$ cat config.mk
export PLATFORM = sky130hd
export DESIGN_NAME = mem_rd_arb
export DESIGN_NICKNAME = d
export VERILOG_FILES = /design/src/rtl/mem_rd_pkg.sv /design/src/rtl/rd_tag_pipe.sv /design/src/rtl/mem_rd_arb.sv
export SDC_FILE = /design/constraint.sdc
export NUM_CORES = 1
export LEC_CHECK = 0
export CORE_MARGIN = 5
export CORE_UTILIZATION = 37
export CTS_BUF_LIST = sky130_fd_sc_hd__clkbuf_16
export CTS_CLUSTER_DIAMETER = 200
export CTS_CLUSTER_SIZE = 16
export DETAILED_ROUTE_END_ITERATION = 6
export GPL_ROUTABILITY_DRIVEN = 1
export PLACE_DENSITY = 0.81
export RECOVER_POWER = 100
export SYNTH_ARGS = -nofsm -noshare
export SYNTH_HDL_FRONTEND = slang
export SYNTH_SLANG_ARGS = --single-unit
$ cat constraint.sdc
create_clock -name clk -period 3.01 [get_ports clk]
set_input_delay 0.903 -clock clk [delete_from_list [all_inputs] [get_ports clk]]
set_output_delay 0.903 -clock clk [all_outputs]
set_load 0.05 [all_outputs]
$ cat src/rtl/mem_rd_pkg.sv
// mem_rd_pkg: shared source encodings, tag type and default parameters
package mem_rd_pkg;
   localparam logic SRC_FETCH = 1'b0;
   localparam logic SRC_LOAD = 1'b1;
   localparam int LAT_DEF = 2;
   localparam int STARVE_DEF = 4;
   typedef struct packed {
      logic valid;
      logic src;
   } tag_t;
endpackage

$ cat src/rtl/rd_tag_pipe.sv
// rd_tag_pipe: LAT-deep shift register of read tags with per-source kill
module rd_tag_pipe
   import mem_rd_pkg::*;
#(
   parameter int LAT = LAT_DEF
) (
   input  logic       clk,
   input  logic       clr_i,
   input  tag_t       tag_i,
   input  logic [1:0] kill_i,
   output tag_t       resp_o,
   output logic       any_o
);
   tag_t pipe_q [LAT];
   tag_t pipe_d [LAT];
   // killed view is used both for the live response and for shifting
   always_comb begin
      any_o = 1'b0;
      for (int i = 0; i < LAT; i++) begin
         pipe_d[i] = pipe_q[i];
         pipe_d[i].valid = pipe_q[i].valid & ~kill_i[pipe_q[i].src];
         any_o = any_o | pipe_q[i].valid;
      end
      resp_o = pipe_d[LAT-1];
   end
   always_ff @(posedge clk) begin
      if (clr_i) begin
         pipe_q <= '{default: '0};
      end else begin
         pipe_q[0] <= tag_i;
         for (int i = 1; i < LAT; i++) pipe_q[i] <= pipe_d[i-1];
      end
   end
endmodule

$ cat src/rtl/mem_rd_arb.sv
// mem_rd_arb: fetch/load arbiter and response router for a pipelined memory read port
module mem_rd_arb
   import mem_rd_pkg::*;
#(
   parameter int AW = 16,
   parameter int DW = 16,
   parameter int LAT = LAT_DEF,
   parameter int STARVE = STARVE_DEF
) (
   input  logic          clk,
   input  logic          rst_n,
   input  logic          f_req,
   input  logic [AW-1:0] f_addr,
   output logic          f_gnt,
   input  logic          f_flush,
   output logic          f_rvalid,
   output logic [DW-1:0] f_rdata,
   input  logic          l_req,
   input  logic [AW-1:0] l_addr,
   output logic          l_gnt,
   output logic          l_rvalid,
   output logic [DW-1:0] l_rdata,
   output logic [AW-1:0] mem_addr,
   input  logic [DW-1:0] mem_data,
   output logic          idle
);
   logic [3:0]    starve_q, starve_d;
   logic [AW-1:0] last_q, last_d;
   logic          starved, busy;
   tag_t          tag, resp;
   always_comb begin
      starved = starve_q == 4'(STARVE);
      f_gnt = rst_n & f_req & ~f_flush & (~l_req | starved);
      l_gnt = rst_n & l_req & ~(f_req & ~f_flush & starved);
      mem_addr = !rst_n ? '0 : f_gnt ? f_addr : l_gnt ? l_addr : last_q;
      last_d = mem_addr;
      starve_d = (f_gnt | ~f_req) ? 4'd0 : (f_flush | starved) ? starve_q : starve_q + 4'd1;
      tag.valid = f_gnt | l_gnt;
      tag.src = l_gnt ? SRC_LOAD : SRC_FETCH;
      f_rvalid = rst_n & resp.valid & (resp.src == SRC_FETCH);
      l_rvalid = rst_n & resp.valid & (resp.src == SRC_LOAD);
      f_rdata = f_rvalid ? mem_data : '0;
      l_rdata = l_rvalid ? mem_data : '0;
      idle = ~rst_n | ~busy;
   end
   always_ff @(posedge clk) begin
      if (!rst_n) begin
         starve_q <= '0;
         last_q <= '0;
      end else begin
         starve_q <= starve_d;
         last_q <= last_d;
      end
   end
   rd_tag_pipe #(.LAT(LAT)) u_pipe (
      .clk    (clk),
      .clr_i  (~rst_n),
      .tag_i  (tag),
      .kill_i ({1'b0, f_flush}),
      .resp_o (resp),
      .any_o  (busy)
   );
endmodule

Figure 1. Cell classes on the final placement.
(4 px per µm)
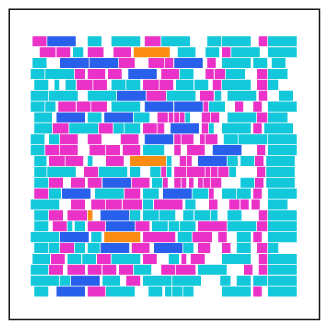
legend:
  remaining logic cells:
    color: magenta
    cells: 136
  remaining buffers and delay cells:
    color: cyan
    cells: 148
  clock drivers and dummy loads:
    color: orange
    cells: 4
  registers:
    color: blue
    cells: 24
FP Rows: 24
post-layout util: 0.851
fin area: 0.00370 mm²
Core ar.: 0.00435 mm²
Seq area share: 0.130

Figure 2. Port wiring.
(6 px per µm)
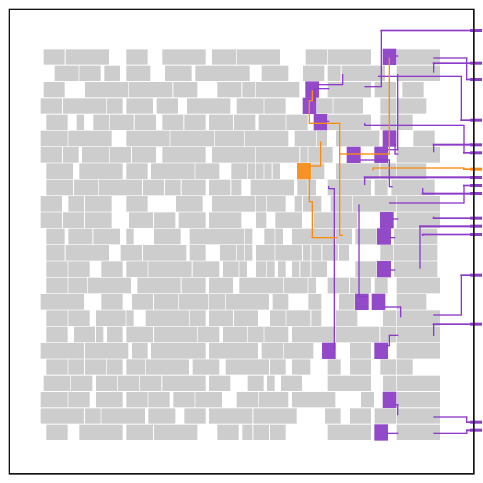
legend:
  l_rvalid:
    color: orange
    bits: 1
    direction: output
    end_cells: 1
    buffers: 2
    wire: 91.9 µm
  l_rdata:
    color: purple
    bits: 16
    direction: output
    end_cells: 16
    buffers: 16
    wire: 304 µm
IO Count: 106
port bufs: 105

Figure 3. Sequential cells colored by netlist name.
(4 px per µm)
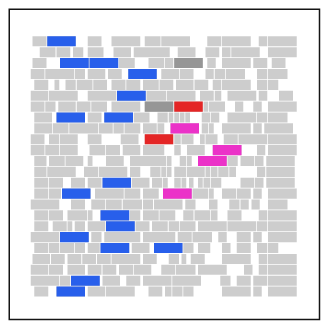
legend:
  last_q:
    color: blue
    placed_flops: 16
  starve_q:
    color: magenta
    placed_flops: 4
    where: center
  u_pipe.pipe_q:
    color: red
    placed_flops: 2
not colored: 2
seq pwr: 353 µW
register area: 480 µm²

Figure 4. Clock distribution.
(4 px per µm)
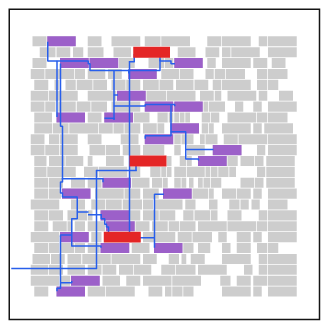
legend:
  clock wires:
    color: blue
    length: 377 µm
  clock-net drivers:
    color: red
    count: 3
  flip-flops:
    color: purple
    count: 24
routed clock nets: 4
Clock power frac: 0.270
Worst-Skew Late Latency: 0.27 ns
Clock Skew: 0.00302 ns

==> results.txt <==
max_cap viols -> 0
EDFF count, synth -> 0
Distinct lib cells used -> 28
dpl cell area -> 0.00346 mm²
total CTS buffers -> 3
fraction of registers with async set/reset -> 0
Reg2Reg Launch Point -> starve_q[0]
grt ovf -> 0
Yosys Chip Area -> 0.00167 mm²
Total GRT Usage -> 0.224
antenna cells -> 0
sequential share of power -> 0.312
worst slew pin tran -> 0.648 ns
Routed WL -> 7400 µm
cycle use final -> 1.00
Die X-Extent -> 77.2 µm
Net Sw Frac -> 0.322
Initial DRT Pass Iterations -> 4
post-cts resize count -> 38
Signal buf overhead -> 0.506
Die H -> 77.2 µm
Clock Sinks -> 24
fmax -> 0.331 GHz
Synth flops -> 24
FP Core Util -> 0.384
Mapped Nets -> 232
Tap Count -> 52
Post-CTS Setup Repair Bufs -> 9
Post-Syn Instances -> 177
Final #Nets -> 368
clock slew at reported path FFs -> 0.07 ns
CP Capture Type -> output pin
NetSw -> 365 µW
tool warnings -> 29
first-pass GRT wire length -> 10800 µm
R2R Path End -> last_q[12]
Signal buffers -> 148
Hold Slack -> 0.460 ns
Post-Syn Area -> 0.00167 mm²
largest net degree at the start of global routing -> 18
RSZ-0062 raised after global routing -> true
layout cell share with drive strength beyond 1 -> 0.452
status -> finished with violations
hold-fix buffers at CTS -> 0
Clock Buffer Count -> 3
CP required -> 2.11 ns
Starting DRT DRC Count -> 108
Avg Inst Size Synth -> 9.44 µm²
Yosys warnings -> 0
setup total negative slack -> -0.0273 ns
logic share of the area -> 0.322
P&R area growth vs syn -> 122%
Worst setup SP type -> input pin
ys cells -> 177
Fillers -> 236
dominant synthesized flop cell -> dfxtp_1
Remaining DRCs -> 0
pre-CTS WS -> -0.342 ns
max-slew violations -> 0
H-tree levels -> 1
die area -> 0.00596 mm²
area of the multi-input gates -> 0.00119 mm²
Lkg Pwr -> 0.00159 µW
pwr dens -> 306 mW/mm²
Worst setup endpoint -> mem_addr[3]
post-route ant nets -> 0
registers -> 24
CTS tree -> built
Fin. Hold Viols -> 0
Total Power -> 1130 µW
clock network area share -> 0.0213
P_int -> 767 µW
vias in the first global route -> 2231
Worst Path Arrival -> 2.12 ns
minimum clock period -> 3.02 ns
R2R Setup Slk -> 1.09 ns
CP Class -> in2out
inverter count -> 4
CP max FO -> 2
path depth of the worst reg2reg path -> 8
routed len/inst -> 20.3 µm
Max rail drop VDD -> 0.361 mV
post-DP HPWL -> 4810 µm
clock root cell -> clkbuf_16
vias post-DR -> 2096
clock buffer depth -> 2
Hold WC Path Type -> reg2reg
setup violators final -> 4
Comb pwr share -> 0.418
GP Congestion -> 0.737
final setup margin -> -0.0113 ns
Inst Count DP -> 347
Finished Layout Cells -> 364
post-synthesis sequential area ratio -> 0.288
DR vias/cell -> 5.76
failing checks -> negative setup slack
Crit. Startpoint -> l_addr[3]
relative slew slack -> 0.570
antenna violations before repair -> 0
largest class -> buffers
MI comb cells -> 132
[layout by cell type (no fill, tap or decap), drive strengths merged, types with 2 or more instances in the layout]
| cell type | Yosys | final |
|---|---|---|
| clkbuf | 5 | 17 |
| and3 | 2 | 3 |
| clkdlybuf4s50 | 0 | 35 |
| mux2i | 16 | 16 |
| nor3b | 16 | 16 |
| nand2 | 8 | 8 |
| nor2 | 2 | 2 |
| dlymetal6s2s | 0 | 9 |
| ha | 2 | 2 |
| dfxtp | 24 | 24 |
| inv | 4 | 4 |
| a221o | 32 | 32 |
| buf | 13 | 84 |
| nand4b | 3 | 3 |
| and2 | 33 | 33 |
| nand3 | 2 | 2 |
| a211oi | 2 | 2 |
| dlygate4sd2 | 0 | 4 |
| a21oi | 6 | 6 |
| clkdlybuf4s15 | 0 | 2 |
[Yosys cell counts, types with 2 or more instances]
| library cell | instances | area [µm²] |
|---|---|---|
| and2_1 | 33 | 206 |
| a221o_1 | 30 | 300 |
| dfxtp_1 | 24 | 480 |
| mux2i_1 | 16 | 160 |
| nor3b_1 | 16 | 120 |
| nand2_1 | 8 | 30.0 |
| buf_6 | 7 | 78.8 |
| a21oi_1 | 6 | 30.0 |
| buf_2 | 5 | 25.0 |
| clkbuf_1 | 5 | 18.8 |
| inv_1 | 4 | 15.0 |
| nand4b_1 | 3 | 26.3 |
| a221o_2 | 2 | 22.5 |
| ha_1 | 2 | 25.0 |
| nand3_1 | 2 | 10.0 |
| nor2_1 | 2 | 7.51 |
[routing by layer]
| layer | track usage | share of wire |
|---|---|---|
| met4 | 0.0687 | 0.017 |
| met5 | 0 | 0 |
| met1 | 0.240 | 0.38 |
| met3 | 0.0726 | 0.10 |
| met2 | 0.412 | 0.50 |
[worst min-delay path by stage]
stage	startpoint	to	slack [ns]	depth (start not counted)
after floorplan	u_pipe.pipe_q[3]	u_pipe.pipe_q[1]	0.42	2
after global placement	u_pipe.pipe_d[2]	u_pipe.pipe_q[1]	0.43	2
after detailed placement	u_pipe.pipe_d[2]	u_pipe.pipe_q[1]	0.45	2
after CTS	u_pipe.pipe_d[2]	u_pipe.pipe_q[1]	0.46	2
after global routing	u_pipe.pipe_q[3]	u_pipe.pipe_q[1]	0.50	2
final	u_pipe.pipe_q[3]	u_pipe.pipe_q[1]	0.46	2
[kinds of logic (layout without fill, tap and decap cells)]
kind of cell	after synthesis	count (layout)	synth area share
and+or+nand+nor	70	71	0.276
DFF	24	24	0.288
buffers and inverters	22	156	0.0869
muxes	16	16	0.0959
AOI/OAI and AO/OA	43	43	0.239
adders and majority gates	2	2	0.0150
[sequential cells by signal, indices dropped and copies added (netlist names)]
signal / count
starve_q: 4
last_q: 16
u_pipe.resp_o: 1
u_pipe.pipe_d: 1
u_pipe.pipe_q: 2
[power by group through the flow]
stage | clock network (µW) | registers [µW] | logic (µW)
floorplan | 0 | 354 | 206
global placement | 0 | 356 | 429
detailed placement | 0 | 357 | 439
CTS | 299 | 351 | 462
global route | 319 | 355 | 493
finish | 306 | 353 | 473
[critical path, stage by stage]
cell and delay, ns:
clkdlybuf4s50_1 0.45, mux2i_1 0.20, nor3b_2 0.08, a221o_1 0.31, buf_12 0.16
Power figures rest on the tool's default switching activity, not on a simulated workload.
